Met1 routing:
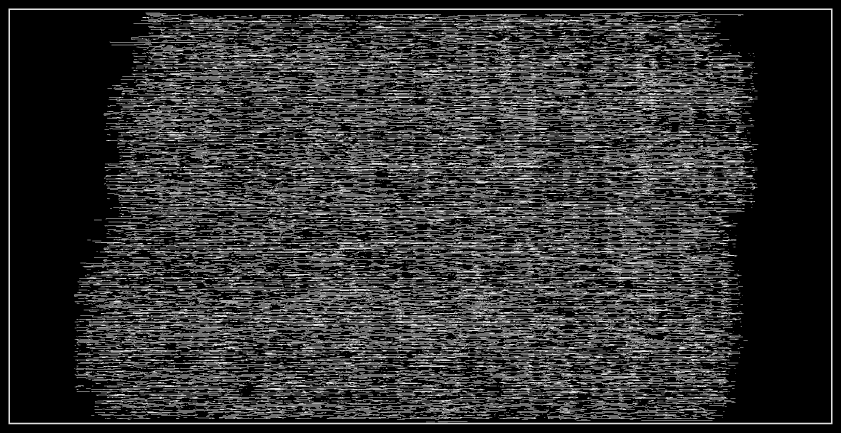
The metal 2 layer:
Scale bar: 200 um.
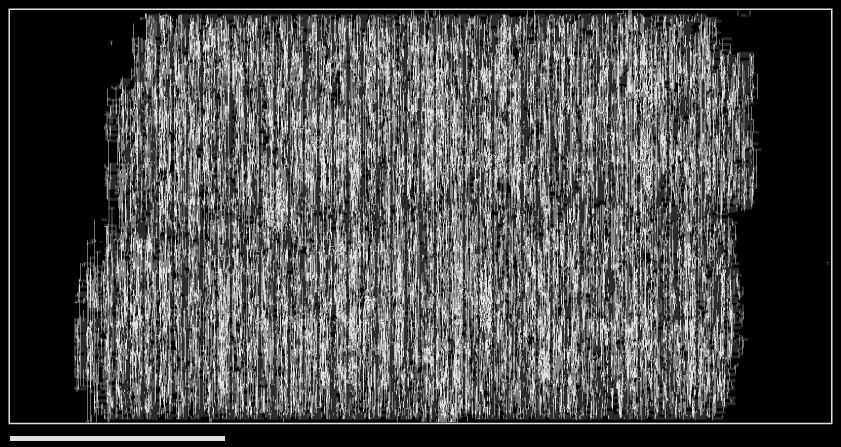
Met3 routing:
Scale bar: 200 um.
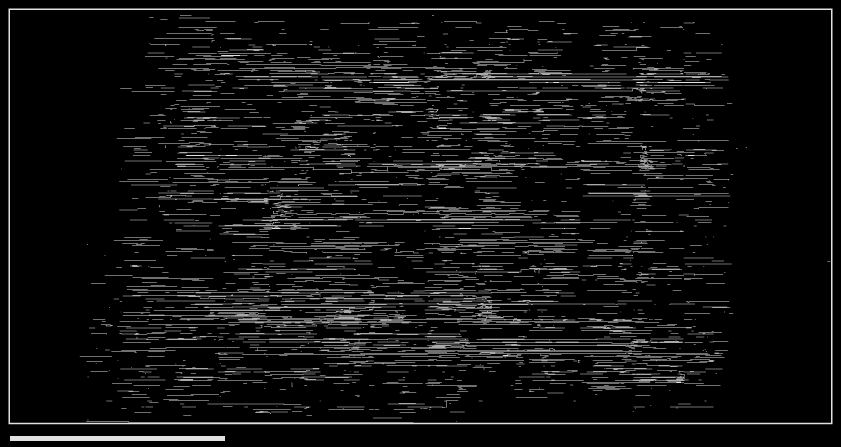
Signal wires on met4:
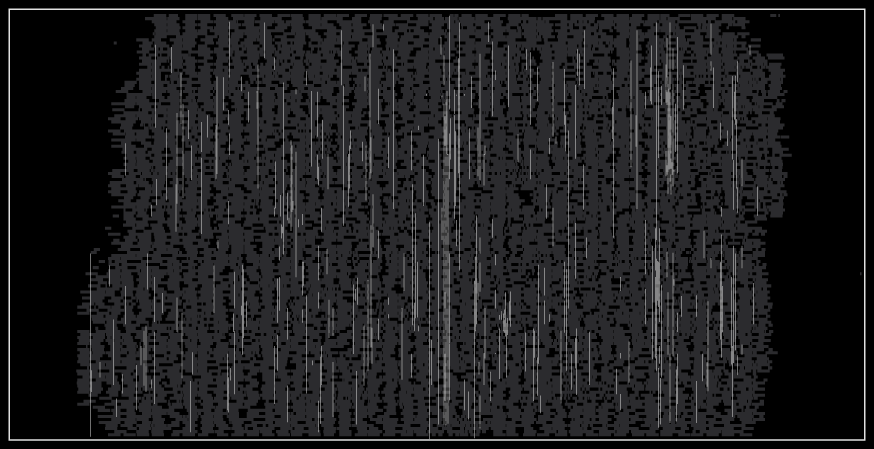
Track usage over the die:
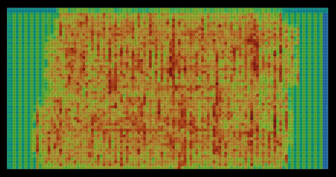
File: src/rtl/dmem_pkg.sv
// rtl/dmem_pkg.sv - shared types and helpers for the handshaked data memory
//
// Holds the FSM state encoding, the latency-counter width and the byte-lane
// count helper used by data_memory_hs and dmem_array.
package dmem_pkg;

  typedef enum logic [1:0] {
    ST_IDLE = 2'd0,
    ST_WAIT = 2'd1,
    ST_RESP = 2'd2
  } dmem_state_t;

  // Counter only needs to reach READ_LAT-2, and READ_LAT tops out at 4.
  localparam int CNT_W = 2;

  function automatic int lane_count(input int data_w);
    return data_w / 8;
  endfunction

endpackage

File: src/rtl/dmem_array.sv
// rtl/dmem_array.sv - word storage with per-byte write enables and optional lane parity
//
// Ports:
//   i_clk      rising-edge clock
//   i_wr_en    write strobe (already range-checked by the caller)
//   i_idx      word index
//   i_wdata    write data
//   i_be       per-byte write enable, bit i covers bits 8i+7:8i
//   i_par_inj  (DMEM_PARITY_EN only) invert stored parity of written lanes
//   o_rdata    asynchronous read of the indexed word
//   o_par_err  parity mismatch on the indexed word (0 without DMEM_PARITY_EN)
// Contents are never reset.
module dmem_array
  import dmem_pkg::*;
#(
  parameter int DATA_W = 16,
  parameter int DEPTH  = 256,
  parameter int IDX_W  = 8
) (
  input  logic                          i_clk,
  input  logic                          i_wr_en,
  input  logic [IDX_W-1:0]              i_idx,
  input  logic [DATA_W-1:0]             i_wdata,
  input  logic [lane_count(DATA_W)-1:0] i_be,
`ifdef DMEM_PARITY_EN
  input  logic                          i_par_inj,
`endif
  output logic [DATA_W-1:0]             o_rdata,
  output logic                          o_par_err
);

  localparam int LANES = lane_count(DATA_W);

  logic [DATA_W-1:0] r_mem [DEPTH];

  always_ff @(posedge i_clk) begin
    if (i_wr_en) begin
      for (int i = 0; i < LANES; i++) begin
        if (i_be[i]) r_mem[i_idx][8*i +: 8] <= i_wdata[8*i +: 8];
      end
    end
  end

  assign o_rdata = r_mem[i_idx];

`ifdef DMEM_PARITY_EN
  logic [LANES-1:0] r_par [DEPTH];

  always_ff @(posedge i_clk) begin
    if (i_wr_en) begin
      for (int i = 0; i < LANES; i++) begin
        if (i_be[i]) r_par[i_idx][i] <= (^i_wdata[8*i +: 8]) ^ i_par_inj;
      end
    end
  end

  always_comb begin
    o_par_err = 1'b0;
    for (int i = 0; i < LANES; i++) begin
      if ((^o_rdata[8*i +: 8]) != r_par[i_idx][i]) o_par_err = 1'b1;
    end
  end
`else
  assign o_par_err = 1'b0;
`endif

endmodule

File: src/rtl/data_memory_hs.sv
// rtl/data_memory_hs.sv - handshaked word-addressed data memory with configurable read latency
//
// Ports:
//   Clock, Reset_n (async, active low)
//   Req, MemWrite, MemRead, Adresa, WriteData, ByteEn   request channel
//   ParityInj (DMEM_PARITY_EN only)                     corrupt stored parity on write
//   Ready      request is accepted on an edge where Req && Ready
//   RespValid  one-cycle pulse, ReadData/AddrErr/ParityErr valid
//   ReadData   read result, held between responses
//   AddrErr    out-of-range flag (write: pulse after accept; read: with RespValid)
//   ParityErr  lane parity mismatch with RespValid (always 0 without DMEM_PARITY_EN)
// Optional feature macro: DMEM_PARITY_EN.
module data_memory_hs
  import dmem_pkg::*;
#(
  parameter int DATA_W   = 16,
  parameter int ADDR_W   = 16,
  parameter int DEPTH    = 256,
  parameter int READ_LAT = 1
) (
  input  logic                          Clock,
  input  logic                          Reset_n,
  input  logic                          Req,
  input  logic                          MemWrite,
  input  logic                          MemRead,
  input  logic [ADDR_W-1:0]             Adresa,
  input  logic [DATA_W-1:0]             WriteData,
  input  logic [lane_count(DATA_W)-1:0] ByteEn,
`ifdef DMEM_PARITY_EN
  input  logic                          ParityInj,
`endif
  output logic                          Ready,
  output logic                          RespValid,
  output logic [DATA_W-1:0]             ReadData,
  output logic                          AddrErr,
  output logic                          ParityErr
);

  localparam int IDX_W = (DEPTH > 1) ? $clog2(DEPTH) : 1;
  localparam logic [ADDR_W:0]  DEPTH_EXT = (ADDR_W+1)'(DEPTH);
  localparam logic [CNT_W-1:0] CNT_INIT  = (READ_LAT > 1) ? CNT_W'(READ_LAT - 2) : '0;

  dmem_state_t       r_state;
  logic [CNT_W-1:0]  r_cnt;
  logic              r_ready;
  logic              r_resp_valid;
  logic [DATA_W-1:0] r_read_data;
  logic              r_addr_err;
  logic              r_par_err;
  // Snapshot taken at acceptance so the response is the pre-request word.
  logic [DATA_W-1:0] r_snap_data;
  logic              r_snap_oor;
  logic              r_snap_perr;

  logic              w_accept;
  logic              w_wr;
  logic              w_rd;
  logic              w_oor;
  logic [DATA_W-1:0] w_arr_rdata;
  logic              w_arr_perr;
  logic [DATA_W-1:0] w_word;
  logic              w_perr;

  assign w_accept = Req & r_ready;
  assign w_wr     = w_accept & MemWrite;
  assign w_rd     = w_accept & MemRead & ~MemWrite;  // write wins when both set
  assign w_oor    = ({1'b0, Adresa} >= DEPTH_EXT);
  assign w_word   = w_oor ? '0 : w_arr_rdata;
  assign w_perr   = ~w_oor & w_arr_perr;

  dmem_array #(
    .DATA_W (DATA_W),
    .DEPTH  (DEPTH),
    .IDX_W  (IDX_W)
  ) u_array (
    .i_clk     (Clock),
    .i_wr_en   (w_wr & ~w_oor),
    .i_idx     (Adresa[IDX_W-1:0]),
    .i_wdata   (WriteData),
    .i_be      (ByteEn),
`ifdef DMEM_PARITY_EN
    .i_par_inj (ParityInj),
`endif
    .o_rdata   (w_arr_rdata),
    .o_par_err (w_arr_perr)
  );

  always_ff @(posedge Clock or negedge Reset_n) begin
    if (!Reset_n) begin
      r_state      <= ST_IDLE;
      r_cnt        <= '0;
      r_ready      <= 1'b1;
      r_resp_valid <= 1'b0;
      r_read_data  <= '0;
      r_addr_err   <= 1'b0;
      r_par_err    <= 1'b0;
      r_snap_data  <= '0;
      r_snap_oor   <= 1'b0;
      r_snap_perr  <= 1'b0;
    end else begin
      r_resp_valid <= 1'b0;
      r_addr_err   <= 1'b0;
      r_par_err    <= 1'b0;
      case (r_state)
        ST_WAIT: begin
          if (r_cnt == '0) begin
            r_state      <= ST_RESP;
            r_ready      <= 1'b1;
            r_resp_valid <= 1'b1;
            r_read_data  <= r_snap_data;
            r_addr_err   <= r_snap_oor;
            r_par_err    <= r_snap_perr;
          end else begin
            r_cnt <= r_cnt - 1'b1;
          end
        end
        default: begin
          // IDLE and RESP both accept new requests.
          r_state <= ST_IDLE;
          r_ready <= 1'b1;
          if (w_wr && w_oor) r_addr_err <= 1'b1;
          if (w_rd) begin
            if (READ_LAT == 1) begin
              r_state      <= ST_RESP;
              r_resp_valid <= 1'b1;
              r_read_data  <= w_word;
              r_addr_err   <= w_oor;
              r_par_err    <= w_perr;
            end else begin
              r_state     <= ST_WAIT;
              r_ready     <= 1'b0;
              r_cnt       <= CNT_INIT;
              r_snap_data <= w_word;
              r_snap_oor  <= w_oor;
              r_snap_perr <= w_perr;
            end
          end
        end
      endcase
    end
  end

  assign Ready     = r_ready;
  assign RespValid = r_resp_valid;
  assign ReadData  = r_read_data;
  assign AddrErr   = r_addr_err;
  assign ParityErr = r_par_err;

endmodule
File: config.mk
export PLATFORM = sky130hd
export DESIGN_NAME = data_memory_hs
export DESIGN_NICKNAME = d
export VERILOG_FILES = /design/src/rtl/dmem_pkg.sv /design/src/rtl/dmem_array.sv /design/src/rtl/data_memory_hs.sv
export SDC_FILE = /design/constraint.sdc
export NUM_CORES = 2
export LEC_CHECK = 0
export CAP_MARGIN = 20
export CORE_ASPECT_RATIO = 0.5
export CORE_MARGIN = 2
export CORE_UTILIZATION = 55
export CTS_BUF_LIST = sky130_fd_sc_hd__clkbuf_16
export DETAILED_ROUTE_END_ITERATION = 16
export PLACE_DENSITY = 0.74
export SYNTH_ARGS = -nofsm -noshare
export SYNTH_HDL_FRONTEND = slang
export SYNTH_SLANG_ARGS = --single-unit
File: constraint.sdc
create_clock -name Clock -period 3.7 [get_ports Clock]
set_input_delay 0.37 -clock Clock [delete_from_list [all_inputs] [get_ports Clock]]
set_output_delay 0.37 -clock Clock [all_outputs]
set_load 0.02 [all_outputs]
==> flow_metrics.py <==
# Auto-generated metrics
metrics = {
    "timing": {
        "worstMarginPinSlew_ns": 1.14,
        "setup-tns-final_ns": 0,
        "max_freq_ghz": 0.325,
        "hold_viol": 1,
        "fin_hold_ws_ns": -0.00727,
    },
    "route": {
        "firstDrtPassIters": 6,
        "via_count": 82809,
        "routed_wl_um": 394000,
    },
    "worst_setup_path": {
        "crit_top_cell": "buf_4",
        "critical_path_buf_inv_count": 4,
        "cp.depth": 11,
        "setup.worst_path.start": "Adresa[0]",
    },
    "layout": {
        "buf_share_pct": 5.13,
        "seq_cell_count": 4114,
        "lay_top_count": "edfxtp_1",
        "finalNonFillerCells": 12832,
        "regArea_sq_um": 123000,
    },
    "yosys": {
        "synthArstFlopShare_pct": 0.438,
        "syn-cell-area_sq_um": 159000,
        "flop_cell": "edfxtp_1",
        "synth_area_per_cell_sq_um": 20.4,
        "synth_stat.cells": 7804,
    },
    "hold_path": {
        "hold_path_class": "primary input to flop",
    },
    "outcome": {
        "violations": "negative hold slack",
        "status": "finished with violations",
    },
    "power": {
        "clkPwrFrac_pct": 39.5,
        "p_int_mw": 73.1,
    },
    "clocking": {
        "clock_latency_ns": 0.87,
    },
    "place": {
        "dp.cells": 12202,
    },
}
-- 'met1 routing' (at the start) --
longest straight run: 93.6 um
nets with wire on the layer: 8512
main direction: horizontal
share of all routed wire: 38%

-- 'the metal 2 layer' (at the start) --
main direction: vertical
longest straight run: 182 um

-- 'met3 routing' (at the start) --
nets with wire on the layer: 1338
main direction: horizontal
longest straight run: 265 um
wire length on this layer: 44.1 mm
share of all routed wire: 11%

-- 'signal wires on met4' (at the start) --
longest straight run: 292 um
main direction: vertical

-- 'track usage over the die' (at the start) --
met3 usage: 6.01%
GRT Util Overall: 26.6%
WL/cell: 30.7 um

No activity file was given, so power comes from the tool's default toggle rates.
